$ cat src/rtl/uart_rx_ctrl.sv
// Receive-path controller: gates the UART receiver, buffers words in a FWFT FIFO,
// and raises sticky overflow/break flags plus an idle-timeout pulse.
module uart_rx_ctrl #(
  parameter  int PAYLOAD_BITS   = 8,
  parameter  int FIFO_DEPTH     = 16,
  parameter  int TIMEOUT_CYCLES = 4000,
  localparam int ADDR_W         = $clog2(FIFO_DEPTH),
  localparam int CNT_W          = $clog2(TIMEOUT_CYCLES + 1)
) (
  input  logic                    clk,
  input  logic                    resetn,
  input  logic                    ctrl_en,
  input  logic                    flush,
  input  logic                    clr_flags,
  input  logic                    rx_valid,
  input  logic [PAYLOAD_BITS-1:0] rx_data,
  input  logic                    rx_break,
  output logic                    rx_en,
  output logic                    out_valid,
  output logic [PAYLOAD_BITS-1:0] out_data,
  input  logic                    out_ready,
  output logic [ADDR_W:0]         level,
  output logic                    busy,
  output logic                    overflow_flag,
  output logic                    break_flag,
  output logic                    timeout_irq
);

  typedef enum logic [1:0] {
    ST_OFF   = 2'd0,
    ST_RUN   = 2'd1,
    ST_DRAIN = 2'd2
  } state_t;

  localparam logic [ADDR_W:0]   LEVEL_FULL = (ADDR_W + 1)'(FIFO_DEPTH);
  localparam logic [ADDR_W:0]   LEVEL_ONE  = (ADDR_W + 1)'(1);
  localparam logic [ADDR_W-1:0] PTR_ONE    = ADDR_W'(1);
  localparam logic [CNT_W-1:0]  CNT_MAX    = CNT_W'(TIMEOUT_CYCLES);
  localparam logic [CNT_W-1:0]  CNT_ONE    = CNT_W'(1);

  state_t                  state_q;
  logic                    rx_en_q;
  logic [PAYLOAD_BITS-1:0] mem_q [FIFO_DEPTH];
  logic [ADDR_W-1:0]       wr_ptr_q, wr_ptr_d;
  logic [ADDR_W-1:0]       rd_ptr_q, rd_ptr_d;
  logic [ADDR_W:0]         level_q, level_d;
  logic                    ovf_q, ovf_d;
  logic                    brk_q, brk_d;
  logic [CNT_W-1:0]        cnt_q, cnt_d;
  logic                    irq_q, irq_d;

  logic full, empty, push, pop, wr_en, drop;

  // Output stream handshake: a word transfers on a clock edge where out_valid and
  // out_ready are both 1; out_valid never drops and out_data never changes while
  // the head is offered but not taken (flush excepted).
  assign empty     = (level_q == '0);
  assign full      = (level_q == LEVEL_FULL);
  assign out_valid = !empty;
  assign out_data  = empty ? '0 : mem_q[rd_ptr_q];
  assign level     = level_q;
  assign rx_en     = rx_en_q;
  assign busy      = (state_q != ST_OFF);

  assign overflow_flag = ovf_q;
  assign break_flag    = brk_q;
  assign timeout_irq   = irq_q;

  assign push  = rx_valid && (state_q == ST_RUN) && !rx_break && !flush;
  assign pop   = out_valid && out_ready && !flush;
  // A full FIFO still accepts a word when the head leaves in the same cycle.
  assign wr_en = push && (!full || pop);
  assign drop  = push && full && !pop;

  always_ff @(posedge clk or negedge resetn) begin
    if (!resetn) begin
      state_q <= ST_OFF;
      rx_en_q <= 1'b0;
    end else begin
      rx_en_q <= (state_q == ST_RUN);
      unique case (state_q)
        ST_OFF:   if (ctrl_en) state_q <= ST_RUN;
        ST_RUN:   if (!ctrl_en) state_q <= ST_DRAIN;
        ST_DRAIN: begin
          if (ctrl_en)    state_q <= ST_RUN;
          else if (empty) state_q <= ST_OFF;
        end
        default:  state_q <= ST_OFF;
      endcase
    end
  end

  always_comb begin
    wr_ptr_d = wr_ptr_q;
    rd_ptr_d = rd_ptr_q;
    level_d  = level_q;
    if (flush) begin
      wr_ptr_d = '0;
      rd_ptr_d = '0;
      level_d  = '0;
    end else begin
      if (wr_en) wr_ptr_d = wr_ptr_q + PTR_ONE;
      if (pop)   rd_ptr_d = rd_ptr_q + PTR_ONE;
      if (wr_en && !pop)      level_d = level_q + LEVEL_ONE;
      else if (!wr_en && pop) level_d = level_q - LEVEL_ONE;
    end
  end

  // Set events take priority over a simultaneous clear.
  always_comb begin
    ovf_d = ovf_q;
    brk_d = brk_q;
    if (clr_flags) begin
      ovf_d = 1'b0;
      brk_d = 1'b0;
    end
    if (drop)                 ovf_d = 1'b1;
    if (rx_valid && rx_break) brk_d = 1'b1;
  end

  // Idle counter saturates, so the pulse fires only on the step into CNT_MAX.
  always_comb begin
    cnt_d = cnt_q;
    if (push || pop || flush || empty) begin
      cnt_d = '0;
    end else if (cnt_q != CNT_MAX) begin
      cnt_d = cnt_q + CNT_ONE;
    end
    irq_d = (cnt_q != CNT_MAX) && (cnt_d == CNT_MAX);
  end

  always_ff @(posedge clk or negedge resetn) begin
    if (!resetn) begin
      wr_ptr_q <= '0;
      rd_ptr_q <= '0;
      level_q  <= '0;
      ovf_q    <= 1'b0;
      brk_q    <= 1'b0;
      cnt_q    <= '0;
      irq_q    <= 1'b0;
    end else begin
      wr_ptr_q <= wr_ptr_d;
      rd_ptr_q <= rd_ptr_d;
      level_q  <= level_d;
      ovf_q    <= ovf_d;
      brk_q    <= brk_d;
      cnt_q    <= cnt_d;
      irq_q    <= irq_d;
    end
  end

  always_ff @(posedge clk) begin
    if (wr_en) mem_q[wr_ptr_q] <= rx_data;
  end

endmodule

$ cat config.mk
export PLATFORM = sky130hd
export DESIGN_NAME = uart_rx_ctrl
export DESIGN_NICKNAME = d
export VERILOG_FILES = /design/src/rtl/uart_rx_ctrl.sv
export SDC_FILE = /design/constraint.sdc
export NUM_CORES = 1
export LEC_CHECK = 0
export CAP_MARGIN = 20
export CORE_UTILIZATION = 54
export DETAILED_ROUTE_END_ITERATION = 8
export PLACE_DENSITY_LB_ADDON = 0.3
export SLEW_MARGIN = 5
export SYNTH_ARGS = -nofsm -noshare
export SYNTH_HDL_FRONTEND = slang
export SYNTH_SLANG_ARGS = --single-unit
$ cat constraint.sdc
create_clock -name clk -period 2.95 [get_ports clk]
set_input_delay 0.885 -clock clk [delete_from_list [all_inputs] [get_ports clk]]
set_output_delay 0.885 -clock clk [all_outputs]
set_load 0.02 [all_outputs]
**Run 1: signal wires by layer**

Drawn at 3 px/micron. Only two layers are drawn.
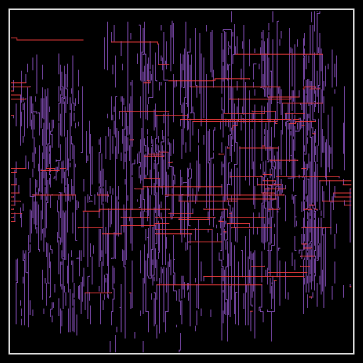
legend:
  purple:
    layer: met2
    wire_length: 7560 microns
  red:
    layer: met3
    wire_length: 954 microns

**Run 1: a small window of the routed layout**

Window x 42 to 72, y 42 to 72 microns. Cells in grey, sequential cells in the stronger grey; small squares are vias.
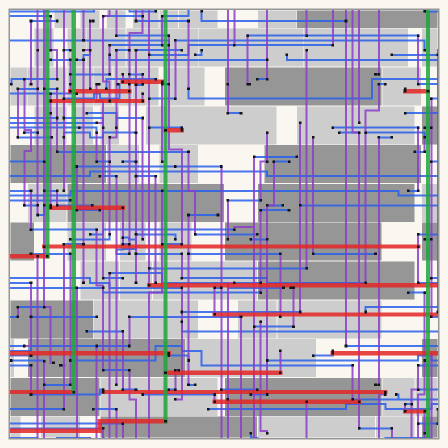
legend:
  green:
    layer: met4
  blue:
    layer: met1
  red:
    layer: met3
  purple:
    layer: met2
cells with their middle in the window: 49
most frequent: edfxtp_1 (12), buf_4 (11), buf_12 (5)
sequential cells in the window: 12
netlist names of flops here include: `mem_q` (12)

**Run 1: wiring heat map**

Drawn at 2 px/micron. The die is cut into 23 by 23 equal tiles; dark purple is low, yellow is high, scaled to the fullest tile. Values are wire area over tile area, all layers added.
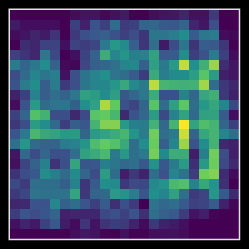
densest ninth of the die: middle
fullest tile: 0.60
emptiest ninth of the die: top left
mean over tiles: 0.19
Wirelength per Cell: 20.9 microns
drt total wl: 15000 microns

[run 1: worst min path at each step]
stage	to	cells past startpoint
6_report	break_flag	2
5_1_grt	break_flag	2
4_1_cts	break_flag	2
3_5_place_dp	break_flag	2
3_3_place_gp	rx_en	1
2_1_floorplan	rx_en	1
[run 1: cell families (layout without fill, tap and decap cells)]
kind of cell	after synthesis	in the layout	share of synthesized area (%)
flip-flops	159	159	67.8
AND/OR/NAND/NOR	104	104	8.48
AND-OR/OR-AND	63	63	6.22
multiplexers	53	53	10.8
buffers and inverters	35	143	2.24
XOR/XNOR	17	17	2.18
adder cells (fa/ha/maj)	12	12	2.31
[run 1: timing repair]
action	CTS	global route
buffers inserted	5	3
pin swaps	7	12
gates resized	57	32
endpoints found under the setup margin	9	10
cloned	3	0
==> run_results.csv, run 1 <==
group,metric,value,unit
timing,finalWorstSetupSlack,-174,ps
route,drtAntennaViolNets,0,
floorplanning,ios,35,
worst_setup_path,slowest_delay,410,ps
route,m1WireLength,5990,microns
synth,ys_area,6820,sq um
route,met3_length,954,microns
floorplanning,initCoreUtil,56.0,%
clock_tree,h-tree-depth,4,
pwr,p_switching,1.73,mW
synth,syn_inst,443,
pwr,pwr.group.clock,2.13,mW
worst_setup_path,cp_top_family,"buffers and inverters",
timing,whs,535,ps
worst_setup_path,r2r_start,"level[2]",
route,num_vias,4207,
worst_setup_path,critPathCaptureType,"primary output",
worst_setup_path,critPathLaunch,"rd_ptr_q[0]",
grt,grt_util_met3,5.98,%
synth,syn-num-nets,471,
grt,track_usage,24.9,%
route,highest_layer,"met4",
timing,tns,-941,ps
grt,grt_pass1_vias,4335,
floorplanning,row_count,40,
worst_setup_path,critPathKind,"reg -> out",
worst_setup_path,cpMaxStageDelayCell,"dfrtp_2",
grt,grt-busiest-layer,"met2",
synth,yosysWarnings,0,
finish,flop_area,4620,sq um
floorplanning,taps,168,
grt,grt_pass1_wl,23200,microns
worst_setup_path,required,2070,ps
synth,ys_ff,159,
timing,post-route-min-period,3120,ps
clock_tree,insertion_delay,420,ps
route,drc,0,
outcome,failed_checks,"setup timing",
finish,sh_comb_area,26.0,%
finish,ff_count,159,
synth,top_area_share,56.4,%
finish,logic_gate_count,249,
grt,antenna_found_initial,0,
finish,dominant_cells,"flip-flops and latches",
finish,area_growth,28.6,%
grt,use_met2,40.5,%
floorplanning,core_area,12200,sq um
timing,maxSlewViolCount,0,
synth,syn_avg_cell_area,15.4,sq um
placement,place_inst,676,
finish,lay_top_count,"edfxtp_1",
finish,final_nets,566,
clock_tree,cts_root_buf,"clkbuf_16",
synth,synth-main-ff-cell,"edfxtp_1",
pwr,finalPower,6.44,mW
finish,regMostFlops,"mem_q",
synth,yosys.cell_types.count,52,
finish,antenna_cells,0,
finish,inv_count,12,
timing,worstMarginPinSlew,643,ps
worst_setup_path,crit_path_start_kind,"flop",
finish,final_cell_area,8770,sq um
finish,layout.nonclk_buf_share,11.8,%
finish,clock_area_share,6.59,%
timing,slew_headroom,57.0,%
grt,use_met1,31.4,%
floorplanning,die_area,13100,sq um
worst_hold_path,hp-class,"reg -> reg",
pwr,power_density,734,nW/um^2
flow_run,drv_cap,0,
clock_tree,cts.clk_slew.worst_paths,60,ps
pwr,p_int,4.71,mW
route,wl_met2,7560,microns
finish,logic_area,2280,sq um
finish,fin_cells,719,
pwr,swShare,26.8,%
placement,gp_congestion,0.809,
clock_tree,cts_tree,"built",
worst_setup_path,crit_chain,"buf_6 > buf_16 > buf_12 > mux2i_1 > o22ai_1 > o32a_1 > nand2_1 > a21oi_1 > buf_4",
synth,async_reset_ff_share,19.5,%
finish,largest_reg_flops,128,
synth,synthMostInstantiatedCell,"edfxtp_1",
worst_setup_path,cp.depth,9,
worst_setup_path,r2r_slack,250,ps
floorplanning,fp.dieH,114,microns
timing,skew,4.96,ps
placement,placed_cell_area,7820,sq um
flow_run,log.warning_count,33,
worst_hold_path,worstHoldStart,"break_flag",
placement,pre_cts_ws,-492,ps
pwr,top_power_group,"sequential cells",
floorplanning,die_w,114,microns
synth,netlist_top_cells_count,"edfxtp_1 (128), mux2i_1 (33), dfrtp_1 (31)",
pwr,combPwrFrac,27.5,%
grt,grt_overflow_total,0,
clock_tree,numCtsBuffers,17,
finish,clockBufferCount,18,
route,drt_iter0_markers,352,
synth,edf_count,128,
timing,post-route-period-util,106,%
synth,ys_seq_share,67.8,%
finish,seq_share,52.7,%
synth,top_area_cell,"edfxtp_1",
finish,fill_cells,770,
worst_setup_path,crit_arrival,2240,ps
grt,grt_start_max_net_pins,32,
worst_setup_path,critPathCapture,"out_data[4]",
clock_tree,clk_path_buf_depth,2,
worst_setup_path,timing.rr.end,"level[4]",
clock_tree,holdBufCountCts,0,
pwr,p_seq_share,39.4,%
worst_setup_path,crit_fanout,7,
pwr,powerComb,1.77,mW
timing,hold_violations,0,
finish,final_util,72.1,%
synth,mappedNetlistArea,6820,sq um
clock_tree,clock-sinks,159,
timing,rsz0062_at_grt,"yes",
route,drt_pass1_iterations,5,
timing,setup_viol,8,
timing,fmax,320,MHz
pwr,p_leak,3.12,nW
placement,dp_hpwl,9290,microns
finish,drive_gt1_share,29.2,%
placement,io_buffers,34,
worst_setup_path,r2r_cells,11,
pwr,clockPowerShare,33.1,%
synth,ys_cells,443,
synth,area_leaders,"edfxtp_1 (56%), dfrtp_1 (11%), mux4_2 (5.3%)",
route,viasPerCell,5.85,
finish,most-common-layout-cells,"edfxtp_1 (128), buf_4 (52), dfrtp_1 (30)",
finish,buffers,99,
pwr,peakVddDrop,0.000413,V
worst_setup_path,crit_buf_inv,4,
outcome,status,"finished, violations left",
## Run 2: what changed since run 1
--- a/config.mk
+++ b/config.mk
@@ -5,6 +5,7 @@
 export SDC_FILE = /design/constraint.sdc
 export NUM_CORES = 1
 export LEC_CHECK = 0
+export ABC_CLOCK_PERIOD_IN_PS = 2950
 export CAP_MARGIN = 20
 export CORE_UTILIZATION = 54
 export DETAILED_ROUTE_END_ITERATION = 8
**Run 2: wiring heat map**

Drawn at 2 px/micron. The die is cut into 23 by 23 equal tiles; dark purple is low, yellow is high, scaled to the fullest tile. Values are wire area over tile area, all layers added.
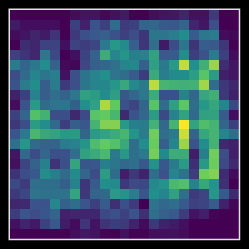
densest ninth of the die: middle
nearly empty tiles: 8.1%
fullest tile: 0.60
tiles over half the peak: 20%

**Run 2: signal wires by layer**

Drawn at 3 px/micron. Only two layers are drawn.
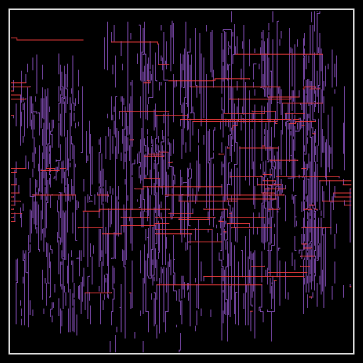
Total GRT Usage: 24.9%
routed via count: 4207

==> run_results.csv, run 2 <==
group,metric,value,unit
outcome,status,"finished, violations left",
outcome,failed_checks,"setup timing",
synth,top_area_share,56.4,%
synth,ys_cells,443,
route,drc,0,
pwr,finalPower,6.44,mW
synth,aoi_share,6.22,%
placement,placed_cell_area,7820,sq um
synth,ys_seq_share,67.8,%
timing,rsz0062_at_grt,"yes",
route,wirelength,15000,microns
placement,pre_cts_ws,-492,ps
grt,antenna_found_initial,0,
clock_tree,cts_tree,"built",
route,viasPerCell,5.85,
floorplanning,ios,35,
timing,finalWorstSetupSlack,-174,ps
worst_setup_path,slowest_delay,410,ps
floorplanning,die_w,114,microns
synth,top_area_cell,"edfxtp_1",
clock_tree,insertion_delay,420,ps
route,highest_layer,"met4",
worst_hold_path,hp-class,"reg -> reg",
finish,area_growth,28.6,%
worst_setup_path,critPathCaptureType,"primary output",
flow_run,log.warning_count,33,
floorplanning,initCoreUtil,56.0,%
finish,logic_area,2280,sq um
grt,grt_overflow_total,0,
timing,post-route-min-period,3120,ps
clock_tree,cts_root_buf,"clkbuf_16",
worst_setup_path,r2r_slack,250,ps
timing,post-route-period-util,106,%
finish,most-common-layout-cells,"edfxtp_1 (128), buf_4 (52), dfrtp_1 (30)",
synth,syn_avg_cell_area,15.4,sq um
pwr,p_leak,3.12,nW
clock_tree,clock-sinks,159,
synth,synth-main-ff-cell,"edfxtp_1",
clock_tree,numCtsBuffers,17,
grt,grt_pass1_wl,23200,microns
finish,clockBufferCount,18,
timing,whs,535,ps
finish,fill_cells,770,
synth,simple_gate_share,8.48,%
grt,grt_util_met3,5.98,%
placement,io_buffers,34,
synth,edf_count,128,
finish,largest_reg_flops,128,
synth,synthMostInstantiatedCell,"edfxtp_1",
finish,layout.nonclk_buf_share,11.8,%
timing,fmax,320,MHz
clock_tree,clk_path_buf_depth,2,
clock_tree,cts.clk_slew.worst_paths,60,ps
pwr,clockPowerShare,33.1,%
timing,maxSlewViolCount,0,
finish,seq_share,52.7,%
pwr,p_int,4.71,mW
finish,drive_gt1_share,29.2,%
floorplanning,fp.dieH,114,microns
finish,buffers,99,
pwr,combPwrFrac,27.5,%
synth,async_reset_ff_share,19.5,%
finish,fin_cells,719,
grt,grt_start_max_net_pins,32,
timing,skew,4.96,ps
finish,inv_count,12,
timing,tns,-941,ps
finish,final_nets,566,
finish,sh_comb_area,26.0,%
grt,grt-busiest-layer,"met2",
synth,ys_area,6820,sq um
placement,dp_hpwl,9290,microns
placement,gp_congestion,0.809,
timing,hold_violations,0,
route,drt_iter0_markers,352,
timing,setup_viol,8,
finish,ff_count,159,
worst_setup_path,cpMaxStageDelayCell,"dfrtp_2",
synth,syn-num-nets,471,
floorplanning,taps,168,
grt,grt_pass1_vias,4335,
grt,use_met2,40.5,%
finish,final_cell_area,8770,sq um
synth,ys_sh_mux,10.8,%
worst_setup_path,crit_chain,"buf_6 > buf_16 > buf_12 > mux2i_1 > o22ai_1 > o32a_1 > nand2_1 > a21oi_1 > buf_4",
worst_setup_path,crit_path_start_kind,"flop",
finish,lay_top_count,"edfxtp_1",
floorplanning,row_count,40,
route,drtAntennaViolNets,0,
finish,final_util,72.1,%
finish,antenna_cells,0,
synth,fa_ha_area_share,2.31,%
worst_setup_path,crit_buf_inv,4,
finish,flop_area,4620,sq um
floorplanning,die_area,13100,sq um
worst_setup_path,cp_top_family,"buffers and inverters",
synth,xor_share,2.18,%
[run 2: what timing repair did]
action                                  CTS  global route
pin swaps                                 7            12
endpoints found under the setup margin    9            10
gates resized                            57            32
buffers inserted                          5             3
gates cloned                              3             0
[run 2: power by group through the flow]
stage / clock network, mW / logic, mW / registers, mW
CTS: 2.16 / 1.64 / 2.53
global route: 2.23 / 1.88 / 2.54
floorplan: 0 / 0.834 / 2.60
global placement: 0 / 1.42 / 2.57
detailed placement: 0 / 1.46 / 2.58
finish: 2.13 / 1.77 / 2.53
[run 2: final timing paths]
check | start | to | cells after the start
max | rd_ptr_q[0] | out_data[4] | 9
min | break_flag | break_flag | 2
max reg2reg | level[2] | level[4] | 11
min reg2reg | break_flag | break_flag | 2
max in group asynchronous | resetn | rd_ptr_q[0] | 2
min in group asynchronous | resetn | level[0] | 2
No activity file was given, so power comes from the tool's default toggle rates.
